===== config.mk =====
export PLATFORM = sky130hd
export DESIGN_NAME = pov_spi_loader
export DESIGN_NICKNAME = d
export VERILOG_FILES = /design/src/rtl/pov_spi_loader.sv
export SDC_FILE = /design/constraint.sdc
export NUM_CORES = 1
export LEC_CHECK = 0
export CORE_AREA = 2 2 146 148
export DETAILED_ROUTE_END_ITERATION = 10
export DIE_AREA = 0 0 148 150
export PLACE_DENSITY = 0.79
export SKIP_LAST_GASP = 1
export SYNTH_ARGS = -nofsm -noshare
export SYNTH_HDL_FRONTEND = slang
export SYNTH_SLANG_ARGS = --single-unit

===== constraint.sdc =====
create_clock -name clk -period 2.1 [get_ports clk]
set_input_delay 0.42 -clock clk [delete_from_list [all_inputs] [get_ports clk]]
set_output_delay 0.42 -clock clk [all_outputs]
set_load 0.05 [all_outputs]

===== src/rtl/pov_spi_loader.sv =====
// View-vector loader: host shifts a 6-component frame over a slow SPI-like link;
// the frame is held pending and committed to the outputs on the next vsync rise.
module pov_spi_loader #(
  parameter int W                 = 16,
  parameter logic [W-1:0] RST_PX  = 16'h0600,
  parameter logic [W-1:0] RST_PY  = 16'h0600,
  parameter logic [W-1:0] RST_FX  = 16'h0000,
  parameter logic [W-1:0] RST_FY  = 16'h0400,
  parameter logic [W-1:0] RST_VX  = 16'hFE00,
  parameter logic [W-1:0] RST_VY  = 16'h0000
) (
  input  logic         clk,
  input  logic         reset,
  input  logic         i_sclk,
  input  logic         i_mosi,
  input  logic         i_ss_n,
  input  logic         vsync,
  output logic [W-1:0] playerX,
  output logic [W-1:0] playerY,
  output logic [W-1:0] facingX,
  output logic [W-1:0] facingY,
  output logic [W-1:0] vplaneX,
  output logic [W-1:0] vplaneY,
  output logic         o_pending,
  output logic         o_err
);

  localparam int FW = 6 * W;
  localparam int CW = $clog2(FW + 2);
  localparam logic [FW-1:0] RST_FRAME = {RST_PX, RST_PY, RST_FX, RST_FY, RST_VX, RST_VY};
  localparam logic [CW-1:0] CNT_FULL  = CW'(FW);
  localparam logic [CW-1:0] CNT_SAT   = CW'(FW + 1);

  // [0],[1] synchronise; [2] is the previous synchronised value for edge detection
  logic [2:0]    sclk_q, ss_q, vs_q;
  logic [1:0]    mosi_q;
  logic [FW-1:0] shreg, pend_buf, out_q;
  logic [CW-1:0] bit_cnt;

  logic sclk_rise, ss_fall, ss_rise, vs_rise, frame_ok, commit;

  always_comb begin
    sclk_rise = sclk_q[1] & ~sclk_q[2];
    ss_fall   = ~ss_q[1] & ss_q[2];
    ss_rise   = ss_q[1] & ~ss_q[2];
    vs_rise   = vs_q[1] & ~vs_q[2];
    frame_ok  = ss_rise && (bit_cnt == CNT_FULL);
    commit    = vs_rise && o_pending;
  end

  always_ff @(posedge clk or negedge reset) begin
    if (!reset) begin
      sclk_q <= '0;
      ss_q   <= '1;
      vs_q   <= '0;
      mosi_q <= '0;
    end else begin
      sclk_q <= {sclk_q[1:0], i_sclk};
      ss_q   <= {ss_q[1:0], i_ss_n};
      vs_q   <= {vs_q[1:0], vsync};
      mosi_q <= {mosi_q[0], i_mosi};
    end
  end

  always_ff @(posedge clk or negedge reset) begin
    if (!reset) begin
      shreg   <= '0;
      bit_cnt <= '0;
    end else if (ss_fall) begin
      bit_cnt <= '0;
    end else if (!ss_q[1] && sclk_rise) begin
      shreg <= {shreg[FW-2:0], mosi_q[1]};
      if (bit_cnt != CNT_SAT)
        bit_cnt <= bit_cnt + 1'b1;
    end
  end

  // Commit reads the old pending buffer while a simultaneous valid frame
  // overwrites it, so a same-cycle vsync never shows the newer frame early.
  always_ff @(posedge clk or negedge reset) begin
    if (!reset) begin
      pend_buf  <= RST_FRAME;
      out_q     <= RST_FRAME;
      o_pending <= 1'b0;
      o_err     <= 1'b0;
    end else begin
      o_err <= ss_rise && !frame_ok;
      if (commit)
        out_q <= pend_buf;
      if (frame_ok)
        pend_buf <= shreg;
      if (frame_ok)
        o_pending <= 1'b1;
      else if (commit)
        o_pending <= 1'b0;
    end
  end

  assign playerX = out_q[6*W-1 -: W];
  assign playerY = out_q[5*W-1 -: W];
  assign facingX = out_q[4*W-1 -: W];
  assign facingY = out_q[3*W-1 -: W];
  assign vplaneX = out_q[2*W-1 -: W];
  assign vplaneY = out_q[W-1 -: W];

endmodule


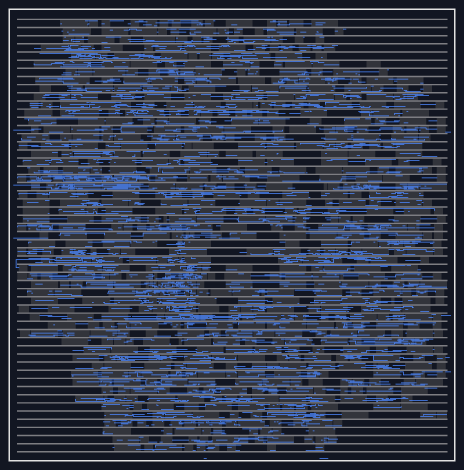
**Above:** signal wires on met1.
Scale: 3 px per um. Supply wires on this layer in grey. Cells faint in the background.
main direction	horizontal
nets with wire on the layer	730
longest straight run	43.7 um
wire length on this layer	8480 um
share of all routed wire	43%
WL final: 19.7 mm
met1 GRT Util: 24.5%
routed vias: 5939

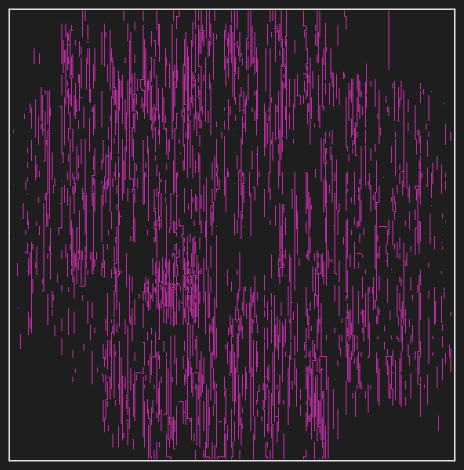
**Above:** met2 routing.
Scale: 3 px per um.
main direction	vertical
nets with wire on the layer	789

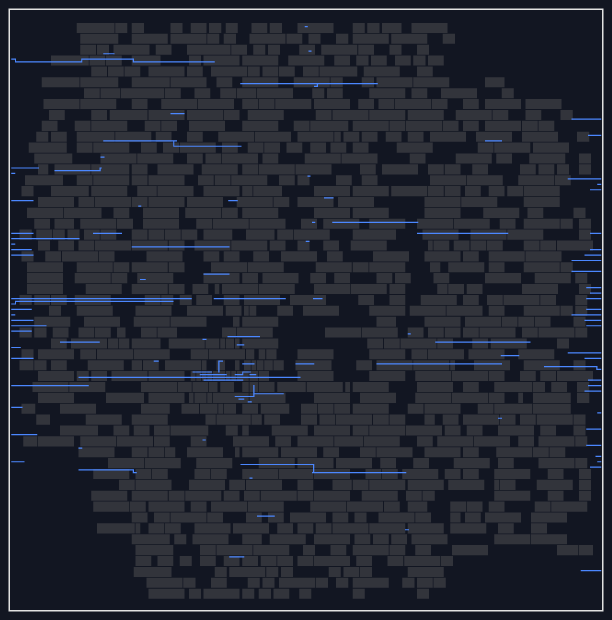
**Above:** the metal 3 layer.
Scale: 4 px per um. Cells faint in the background.
wire length on this layer	830 um
longest straight run	55.2 um
share of all routed wire	4.2%
main direction	horizontal
nets with wire on the layer	74

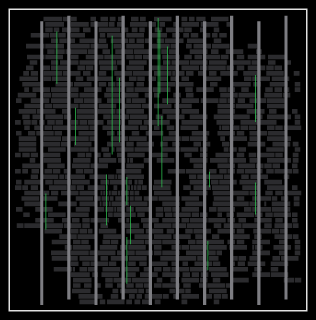
**Above:** metal 4.
Scale: 2 px per um. Supply wires on this layer in grey. Cells faint in the background.
longest straight run	59.2 um
main direction	vertical
share of all routed wire	2.3%
wire length on this layer	443 um

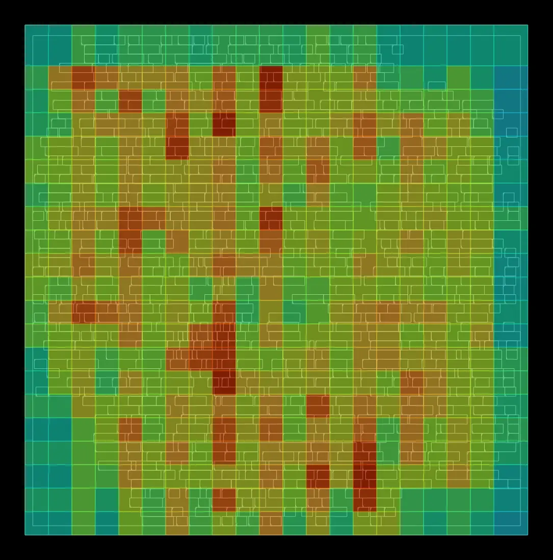
**Above:** routing congestion.
GRT Resource Usage Total: 18.4%
GR Util met2: 31.4%
wire length per cell: 17.9 um
Util after Layout: 67.4%

==> qor.txt <==
status = complete, no violations
post_cts resized = 97
Die Wd = 148 um
adder share = 0.327%
Top cells by area = dfrtp_1 61%, mux2_2 25%, dfstp_2 6.2%
total gr overflow = 0
Max stage delay on crit path = 0.46 ns
Unique cell types = 34
Port Buffers = 103
crit-path most repeated cell = nor4b_4
Cell Area, Synth = 11500 um^2
Reg clk slew, reported paths = 0.06 ns
drt pass-1 iters = 4
Synth Net Count = 685
CTS tree = yes
crit-path cells = nor4b_4 > nor4b_4 > buf_4 > buf_12 > mux2_2
Worst Path Required = 2.51 ns
number of global-route vias before repair = 6519
Via-to-Cell Ratio = 5.40
root buf cell = clkbuf_16
P_int = 9.55 mW
number of enable flip-flop cells = 0
register area share after synthesis = 67.3%
Buffers & Inverters on Critical Path = 2
simple share = 1.51%
Top logic family = multiplexers
Mux area share = 28.4%
Leak = 7.40 nW
top post-synthesis cells by count = 281 x dfrtp_1, 259 x mux2_2, 29 x mux2_1, 27 x dfstp_2, 12 x buf_2
Final Non-Filler Cells = 1100
GPL Wtd Cong = 0.731
Registers, synthesis = 308
synthesized area per cell = 17.0 um^2
biggest regs = out_q: 96 flops, pend_buf: 96 flops, shreg: 96 flops
placed insts = 1042
area of the core = 20700 um^2
IO Count = 104
Rows = 53
Comb pwr share = 2.2%
count leader, synth = dfrtp_1
Final Setup Violations = 0
Final Hold Viols = 0
Nets = 810
sequential share of power = 50.7%
Largest delay share family, worst path = simple AND/OR/NAND/NOR gates
maximum VDD drop = 0.625 mV
pin count of the biggest net entering global routing = 75
Max-Cap Viols = 0
Final Critical Period = 2.04 ns
most numerous logic cells after layout = 281 x dfrtp_1, 259 x mux2_2, 97 x dlygate4sd2_1, 31 x clkbuf_16, 29 x mux2_1
CTS Buffer Depth = 3
Slew headroom = 60.3%
WHS = 0.311 ns
fin crit share = 97.0%
first-pass GRT wire length = 33.1 mm
crit start category = register
Worst Setup End Kind = register
DP HPWL = 12.4 mm
antenna violations before repair = 0
data arrival time at the worst-slack endpoint = 2.45 ns
layout cells sized above 1 = 43.8%
type of the worst setup path = register to register
fin. max-slew vios = 0
# DRC = 0
number of fillers in the final layout = 1439
layer usage:
metal	GRT usage (%)	routed length [um]
met1	24.5	8480
met2	31.4	9940
met3	3.26	830
met4	5.29	443
met5	0	0
area by class of cell:
class                           count  area [um^2]  area share (%)
Inverter                            5         18.8           0.135
Sequential cell                   308         7740            55.5
Multi-Input combinational cell    331         3570            25.6
Clock inverter                      6          114           0.817
Timing Repair Buffer              125         1200            8.58
Tap cell                          275          344            2.47
Clock buffer                       50          957            6.86
stage by stage:
stage                     TNS (ns)  instance area [um^2]  setup WS, ns  utilization (%)
after floorplan                  0                 11500         0.123                -
after global placement           0                 13000         0.159             62.7
after detailed placement         0                 13000        0.0532             62.7
after CTS                        0                 13900        0.0171             67.3
after global routing        -0.966                 13900       -0.0426             67.4
final                            0                 13900        0.0639             67.4
cells by family (layout without fill, tap and decap cells):
logic type | after synthesis | in the layout
AND-OR/OR-AND | 12 | 12
multiplexers | 290 | 290
flip-flops | 308 | 308
AND/OR/NAND/NOR | 26 | 26
adder cells (fa/ha/maj) | 3 | 3
buffers and inverters | 37 | 186
power groups by stage:
stage               Sequential [mW]  Combinational [mW]  Clock [mW]
floorplan                      6.13              0.0932           0
global placement               6.14               0.252           0
detailed placement             6.14               0.267           0
CTS                            6.04               0.270        5.72
global route                   6.04               0.296        5.98
finish                         6.04               0.259        5.62
path summary, 6_finish.rpt:
kind / depth (start not counted) / from / endpoint / slack, ns
setup / recovery: 5 / bit_cnt[3] / pend_buf[32] / 0.06
hold reg to reg: 0 / vs_q[0] / vs_q[1] / 0.35
min in group asynchronous: 2 / reset / out_q[70] / 0.44
setup reg to reg: 5 / bit_cnt[3] / pend_buf[32] / 0.06
max in group asynchronous: 3 / reset / pend_buf[53] / 0.92
hold / removal: 1 / i_ss_n / ss_q[0] / 0.31
Power figures rest on the tool's default switching activity, not on a simulated workload.
